File: config.mk
export PLATFORM = sky130hd
export DESIGN_NAME = if_id_buffer
export DESIGN_NICKNAME = d
export VERILOG_FILES = /design/src/rtl/pipe_pkg.sv /design/src/rtl/pipe_slot.sv /design/src/rtl/if_id_buffer.sv
export SDC_FILE = /design/constraint.sdc
export NUM_CORES = 1
export LEC_CHECK = 0
export ABC_AREA = 0
export CAP_MARGIN = 20
export CORE_UTILIZATION = 24
export DETAILED_ROUTE_END_ITERATION = 6
export GPL_ROUTABILITY_DRIVEN = 0
export PLACE_DENSITY = 0.48
export SYNTH_ARGS = -nofsm -noshare
export SYNTH_HDL_FRONTEND = slang
export SYNTH_SLANG_ARGS = --single-unit
File: constraint.sdc
create_clock -name clk -period 3.1 [get_ports clk]
set_input_delay 0.465 -clock clk [delete_from_list [all_inputs] [get_ports clk]]
set_output_delay 0.465 -clock clk [all_outputs]
set_load 0.02 [all_outputs]
File: src/rtl/pipe_pkg.sv
// Shared fetch/decode pipeline definitions: default widths, the bubble
// instruction, IF/ID buffer state encoding and instruction field decode.
package pipe_pkg;

  localparam int          INSTR_W_DFLT   = 16;
  localparam int          PC_W_DFLT      = 16;
  localparam logic [15:0] NOP_INSTR_DFLT = 16'h0000;

  // Encoding doubles as the occupancy count.
  localparam logic [1:0] ST_EMPTY = 2'd0;
  localparam logic [1:0] ST_ONE   = 2'd1;
  localparam logic [1:0] ST_FULL  = 2'd2;

  typedef struct packed {
    logic [3:0] opcode;
    logic [3:0] rd;
    logic [3:0] rs;
    logic [3:0] rt;
  } instr_fields_t;

  function automatic instr_fields_t decode_fields(input logic [15:0] instr);
    return instr_fields_t'(instr);
  endfunction

endpackage

File: src/rtl/pipe_slot.sv
// One IF/ID buffer entry: load-enabled instruction + PC register with
// asynchronous clear.
module pipe_slot
  import pipe_pkg::*;
#(
  parameter int INSTR_W = INSTR_W_DFLT,
  parameter int PC_W    = PC_W_DFLT
) (
  input  logic               clk,
  input  logic               rst_n,
  input  logic               load,
  input  logic [INSTR_W-1:0] load_instruction,
  input  logic [PC_W-1:0]    load_pc,
  output logic [INSTR_W-1:0] instruction,
  output logic [PC_W-1:0]    next_pc
);

  // NOTE: sequential state uses non-blocking assignments; the slot is small
  // enough that clearing it on reset costs nothing and keeps it X-free.
  always_ff @(posedge clk or negedge rst_n) begin
    if (!rst_n) begin
      instruction <= '0;
      next_pc     <= '0;
    end else if (load) begin
      instruction <= load_instruction;
      next_pc     <= load_pc;
    end
  end

endmodule

File: src/rtl/if_id_buffer.sv
// Two-entry in-order skid buffer between fetch and decode. in_ready depends
// only on registered state, so there is no out_ready -> in_ready path.
module if_id_buffer
  import pipe_pkg::*;
#(
  parameter int                 INSTR_W   = INSTR_W_DFLT,
  parameter int                 PC_W      = PC_W_DFLT,
  parameter logic [INSTR_W-1:0] NOP_INSTR = NOP_INSTR_DFLT
) (
  input  logic               clk,
  input  logic               rst_n,
  input  logic               in_valid,
  output logic               in_ready,
  input  logic [INSTR_W-1:0] in_instruction,
  input  logic [PC_W-1:0]    in_next_pc,
  input  logic               flush,
  output logic               out_valid,
  input  logic               out_ready,
  output logic [INSTR_W-1:0] out_instruction,
  output logic [PC_W-1:0]    out_next_pc,
  output logic [3:0]         out_opcode,
  output logic [3:0]         out_rd,
  output logic [3:0]         out_rs,
  output logic [3:0]         out_rt,
  output logic [1:0]         occupancy
);

  logic [1:0]         state;
  logic [1:0]         state_next;
  logic               push;
  logic               pop;
  logic               head_load;
  logic               head_from_tail;
  logic               tail_load;
  logic [INSTR_W-1:0] head_instr;
  logic [PC_W-1:0]    head_pc;
  logic [INSTR_W-1:0] tail_instr;
  logic [PC_W-1:0]    tail_pc;
  logic [INSTR_W-1:0] head_src_instr;
  logic [PC_W-1:0]    head_src_pc;
  instr_fields_t      fields;

  assign in_ready  = (state != ST_FULL);
  assign out_valid = (state != ST_EMPTY);
  assign occupancy = state;
  assign push      = in_valid & in_ready;
  assign pop       = out_valid & out_ready;

  // NOTE: every always_comb output gets a default first so no latch is inferred.
  always_comb begin
    state_next     = state;
    head_load      = 1'b0;
    head_from_tail = 1'b0;
    tail_load      = 1'b0;
    if (flush) begin
      state_next = ST_EMPTY;
    end else begin
      case (state)
        ST_EMPTY: if (push) begin
          state_next = ST_ONE;
          head_load  = 1'b1;
        end
        ST_ONE: begin
          case ({push, pop})
            2'b10: begin
              state_next = ST_FULL;
              tail_load  = 1'b1;
            end
            2'b01: state_next = ST_EMPTY;
            2'b11: head_load  = 1'b1;  // head consumed, incoming takes its place
            default: ;
          endcase
        end
        ST_FULL: if (pop) begin
          state_next     = ST_ONE;
          head_load      = 1'b1;
          head_from_tail = 1'b1;
        end
        default: state_next = ST_EMPTY;
      endcase
    end
  end

  always_ff @(posedge clk or negedge rst_n) begin
    if (!rst_n) state <= ST_EMPTY;
    else        state <= state_next;
  end

  assign head_src_instr = head_from_tail ? tail_instr : in_instruction;
  assign head_src_pc    = head_from_tail ? tail_pc    : in_next_pc;

  pipe_slot #(.INSTR_W(INSTR_W), .PC_W(PC_W)) u_head (
    .clk              (clk),
    .rst_n            (rst_n),
    .load             (head_load),
    .load_instruction (head_src_instr),
    .load_pc          (head_src_pc),
    .instruction      (head_instr),
    .next_pc          (head_pc)
  );

  pipe_slot #(.INSTR_W(INSTR_W), .PC_W(PC_W)) u_tail (
    .clk              (clk),
    .rst_n            (rst_n),
    .load             (tail_load),
    .load_instruction (in_instruction),
    .load_pc          (in_next_pc),
    .instruction      (tail_instr),
    .next_pc          (tail_pc)
  );

  // Stale slot contents stay hidden behind the bubble while empty.
  assign out_instruction = out_valid ? head_instr : NOP_INSTR;
  assign out_next_pc     = out_valid ? head_pc    : '0;

  assign fields     = decode_fields(out_instruction[15:0]);
  assign out_opcode = fields.opcode;
  assign out_rd     = fields.rd;
  assign out_rs     = fields.rs;
  assign out_rt     = fields.rt;

endmodule

==> out/results.ini, run 1 <==
[pwr]
swShare_pct = 25.5
combPwrFrac_pct = 25.0
comb_power_w = 0.000726
p_int_w = 0.00216
powerDensity_nw_per_um2 = 609
ir_drop_v = 0.000215
clkPwrFrac_pct = 34.6

[clocking]
cts.sinks = 66
clock.latency.late_pin_ns = 0.32
numCtsBuffers = 9
h-tree-depth = 3
cts-hold-fix-buffers = 0

[timing]
period_minus_slack_ns = 2.60
whs_ns = 0.255
postLayoutSetupSlackWorst_ns = 0.501

[cells_and_area]
buf_share_pct = 19.8
sh_comb_area_pct = 34.5
layout_top_cell = clkdlybuf4s50_1
finalNetCount = 356
flops = 66
area_growth_pct = 36.1
dominant_cells = flip-flops and latches
nMultiInputCombCells = 146

[worst_setup_path]
endpoint = out_next_pc[7]
timing.rr.start = occupancy[0]$_DFFE_PN0P_
crit_start = occupancy[0]$_DFFE_PN0P_
critPathBufInv = 2
cpPeakStageDelay_ns = 0.54
ff2ff_setup_slack_ns = 1.00
path_depth = 4

[status]
outcome = finished, final reports clean

[synthesis]
synth_flops = 66
synth_cell_type_count = 20
edf_count = 0
simple_gate_area_share_pct = 8.07
avgSynthCellArea_sq_um = 14.5
syn-num-nets = 278
yosys-top-cells-area = dfrtp_1 (47%), mux2_4 (26%), mux2_2 (12%)
ys_sh_adder_pct = 0

[die]
taps = 180
num_rows = 43

[detailed_routing]
met2_length_um = 3310
vias = 2053
via_per_inst = 4.07

[global_routing]
grt_start_max_net_pins = 67
use_met3_pct = 3.16
grt_pass1_vias = 2100

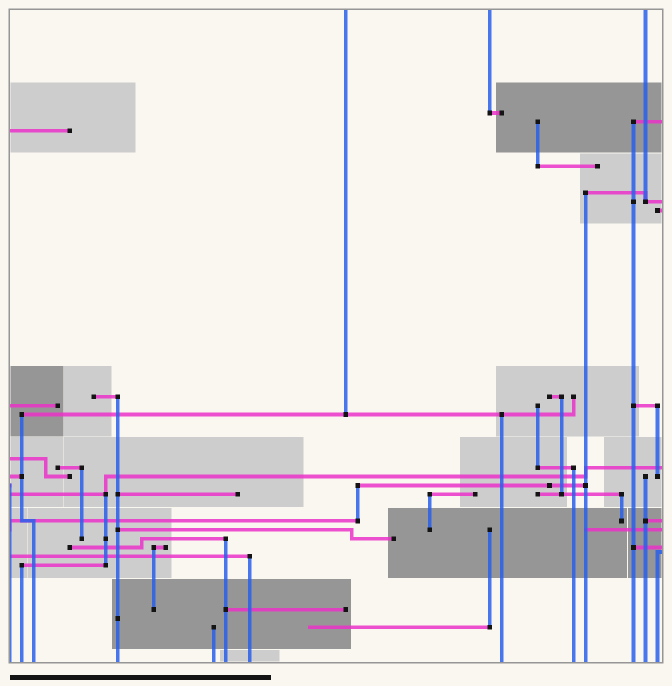
Fig. 1. A small window of the routed layout (run 1).
The bar under the picture is 10 um long. Region (49, 24) to (74, 49) um. Cells in grey, sequential cells in the stronger grey; small squares are vias.
M2: marked blue. M1: marked magenta.
Sequential cells in the window: 3. 10 logic cells have their middle in the window. Netlist names of flops here include u_tail.instruction (2), u_head.instruction (1). Most frequent: dfrtp_1 (3).

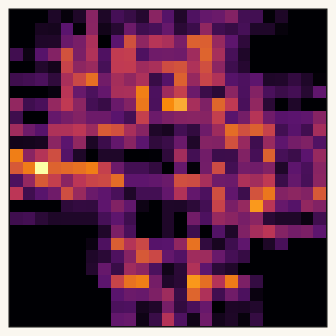
Fig. 2. Wire density map (run 1).
The die is cut into 25 by 25 equal tiles; black is low, pale yellow is high, scaled to the fullest tile. Values are wire area over tile area, all layers added.
The emptiest ninth of the die: south-west. 26% of the tiles are nearly empty. The mean over all tiles is 0.075. The fullest tile reaches 0.33. 12% of the tiles are over half the peak. The densest ninth of the die: north.

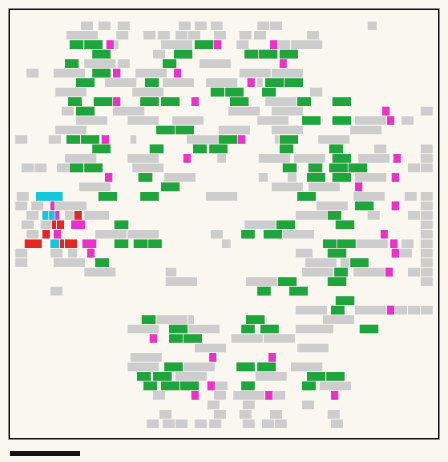
Fig. 3. Gate-type map (run 1).
The bar under the picture is 20 um long.
nor cells: marked magenta, cells 37, most used nor2b_1, where widely spread. mux cells: marked green, cells 96, most used mux2_4. nand cells: marked red, cells 7, most used nand2b_1, where west. aoi and oai cells: marked cyan, cells 4, most used a21oi_1, where west.

==> run 2, diff against run 1 <==
==> constraint.sdc (replaced) <==
create_clock -name clk -period 2.5 [get_ports clk]
set_input_delay 0.375 -clock clk [delete_from_list [all_inputs] [get_ports clk]]
set_output_delay 0.375 -clock clk [all_outputs]
set_load 0.02 [all_outputs]
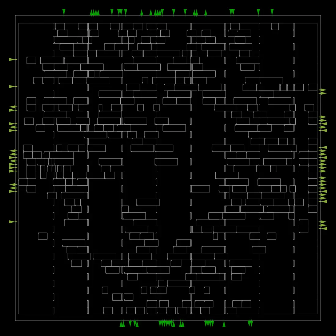
Fig. 4. Placed standard cells (run 2).
Post-Layout Cell Count: 502
tap cell count: 180
fillcell total: 1357

==> run 2 against run 1 <==
Effect of this change: count of clock-buffer cells in the layout rose by 2; largest power group unchanged; total power rose by 21%; first-iteration DRC count fell by 16%; clock power rose by about 10%; cell count fell by 0.59%; via count fell by 1.9%; clock skew rose by 0.0029 ns; highest routed layer unchanged; worst hold slack got worse by 0.097 ns; non-clock buffer count fell by 1; wire length fell by 1.8%; register-to-register slack got worse by 0.63 ns.
==> out/results.ini, run 2 <==
[flow_run]
log.warning_count = 26

[clocking]
numCtsBuffers = 9
ctsResizeCount = 0
cts.sinks = 66
clock.latency.late_pin_ns = 0.33
cts-hold-fix-buffers = 0
h-tree-depth = 3

[synthesis]
ff_type = dfrtp_1
synth_flops = 66
avgSynthCellArea_sq_um = 14.5
synthDominantCellAreaShare_pct = 47.1
syn-num-nets = 278
ys_sh_adder_pct = 0
simple_gate_area_share_pct = 8.07
yosys-top-cells-area = dfrtp_1 (47%), mux2_4 (26%), mux2_2 (12%)
top_area_cell = dfrtp_1
synth_cell_type_count = 20
edf_count = 0

[detailed_routing]
drt_iter0_drc = 61
totalWireLength_um = 7070
via_per_inst = 4.01
met2_length_um = 3290
vias = 2013

[global_routing]
grt_start_max_net_pins = 67
grt_pass1_vias = 2119
use_met3_pct = 3.30

[cells_and_area]
clkbuf_count = 13
dominant_cells = flip-flops and latches
buf_share_pct = 20.6
sh_comb_area_pct = 34.4
buffers = 94
area_growth_pct = 36.6
nMultiInputCombCells = 146
layout_top_cell = clkdlybuf4s50_1
finalNetCount = 355
flops = 66

[pwr]
seq-power_w = 0.00146
powerDensity_nw_per_um2 = 736
p_int_w = 0.00261
comb_power_w = 0.000901
swShare_pct = 25.8
ir_drop_v = 0.000258
combPwrFrac_pct = 25.6

[worst_setup_path]
critical_path.top_delay_family = buffers and inverters
cpPeakStageDelay_ns = 0.54
endpoint = out_rd[2]
ff2ff_setup_slack_ns = 0.37
critPathBufInv = 2
path_depth = 4
crit_start = occupancy[0]$_DFFE_PN0P_
r2r_cells = 4
timing.rr.start = occupancy[1]$_DFFE_PN0P_
slowest_stage = clkdlybuf4s50_1
end_kind = output port

[timing]
worst_slew_pin_slew_ns = 0.866
setup_viol = 0
period_minus_slack_ns = 2.33
whs_ns = 0.158
slew_headroom_pct = 42.2
postLayoutSetupSlackWorst_ns = 0.172
rsz0062_at_grt = false

[status]
outcome = finished, final reports clean

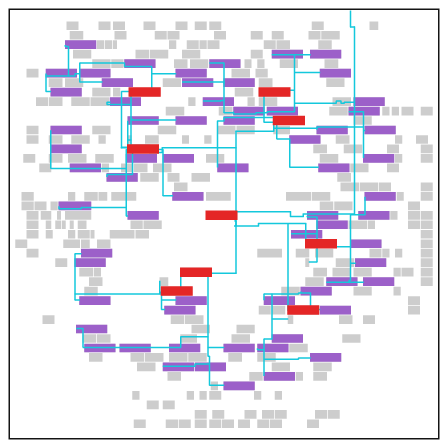
Fig. 5. Clock distribution (run 2).
clock wires: marked cyan, length 1080 um. clock-net drivers: marked red, count 9. flip-flops: marked purple, count 66.
Position of the flops: widely spread. There are 10 routed clock nets.
Clock power frac: 33.0%
P_clk: 0.00116 W
Worst Skew: 0.00780 ns

==> run 3, diff against run 2 <==
--- a/config.mk
+++ b/config.mk
@@ -7,6 +7,7 @@
 export LEC_CHECK = 0
 export ABC_AREA = 0
 export CAP_MARGIN = 20
+export CORE_MARGIN = 2
 export CORE_UTILIZATION = 24
 export DETAILED_ROUTE_END_ITERATION = 6
 export GPL_ROUTABILITY_DRIVEN = 0
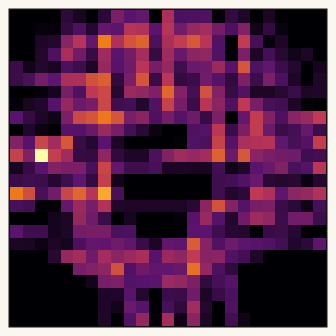
Fig. 6. Wire density map (run 3).
The die is cut into 25 by 25 equal tiles; black is low, pale yellow is high, scaled to the fullest tile. Values are wire area over tile area, all layers added.
The densest ninth of the die: north. The emptiest ninth of the die: south-east. The fullest tile reaches 0.35. 7.0% of the tiles are over half the peak. 25% of the tiles are nearly empty.

==> run 3 against run 2 <==
Effect of this change: clock skew fell by 0.0023 ns; total power rose by 1.5%; sequential share of layout area barely moved; worst setup slack worse by 0.019 ns; non-clock buffer count down 2; count of clock-buffer cells in the layout shrank 1; via count increased by 0.94%; worst hold slack better by 0.012 ns; die size rose by 3.3%; critical path depth stayed put; fmax shrank 0.82%; wire length fell by 0.74%; critical endpoint is now out_instruction[15].
==> out/results.ini, run 3 <==
[pwr]
powerClk_w = 0.00123
p_int_w = 0.00268
ir_drop_v = 0.000276
swShare_pct = 25.0
comb_power_w = 0.000897
powerDensity_nw_per_um2 = 748
clkPwrFrac_pct = 34.3

[synthesis]
ff_type = dfrtp_1
avgSynthCellArea_sq_um = 14.5
synthDominantCellAreaShare_pct = 47.1
ys_sh_adder_pct = 0
synth_flops = 66
edf_count = 0
simple_gate_area_share_pct = 8.07
syn-num-nets = 278
yosys-top-cells-area = dfrtp_1 (47%), mux2_4 (26%), mux2_2 (12%)

[timing]
rsz0062_at_grt = false
postLayoutSetupSlackWorst_ns = 0.153
period_minus_slack_ns = 2.35
whs_ns = 0.170

[detailed_routing]
met2_length_um = 3420
vias = 2032
totalWireLength_um = 7020
drt_iter0_drc = 46

[worst_setup_path]
critical_path.top_delay_family = buffers and inverters
crit_start = occupancy[0]$_DFFE_PN0P_
endpoint = out_instruction[15]
critPathBufInv = 2
end_kind = output port
ff2ff_setup_slack_ns = 0.61
timing.rr.start = occupancy[0]$_DFFE_PN0P_
slowest_stage = clkdlybuf4s50_1
r2r_cells = 5

[clocking]
h-tree-depth = 3
cts-hold-fix-buffers = 0
cts.sinks = 66

[cells_and_area]
layoutNonFillerInstCount = 504
clkbuf_count = 12
layout_top_cell = clkdlybuf4s50_1
dominant_cells = flip-flops and latches
area_growth_pct = 36.3

[global_routing]
grt_pass1_vias = 2160
grt_start_max_net_pins = 67

[die]
taps = 184
num_rows = 44

[flow_run]
log.warning_count = 26

[status]
outcome = finished, final reports clean

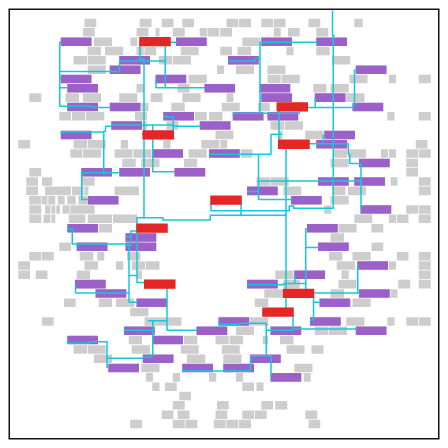
Fig. 7. Clock distribution (run 3).
flip-flops: marked purple, count 66. clock-net drivers: marked red, count 9. clock wires: marked cyan, length 1040 um.
Position of the flops: widely spread.
Late-Pin Clk Latency: 0.32 ns
Worst Skew: 0.00547 ns

Power figures rest on the tool's default switching activity, not on a simulated workload.
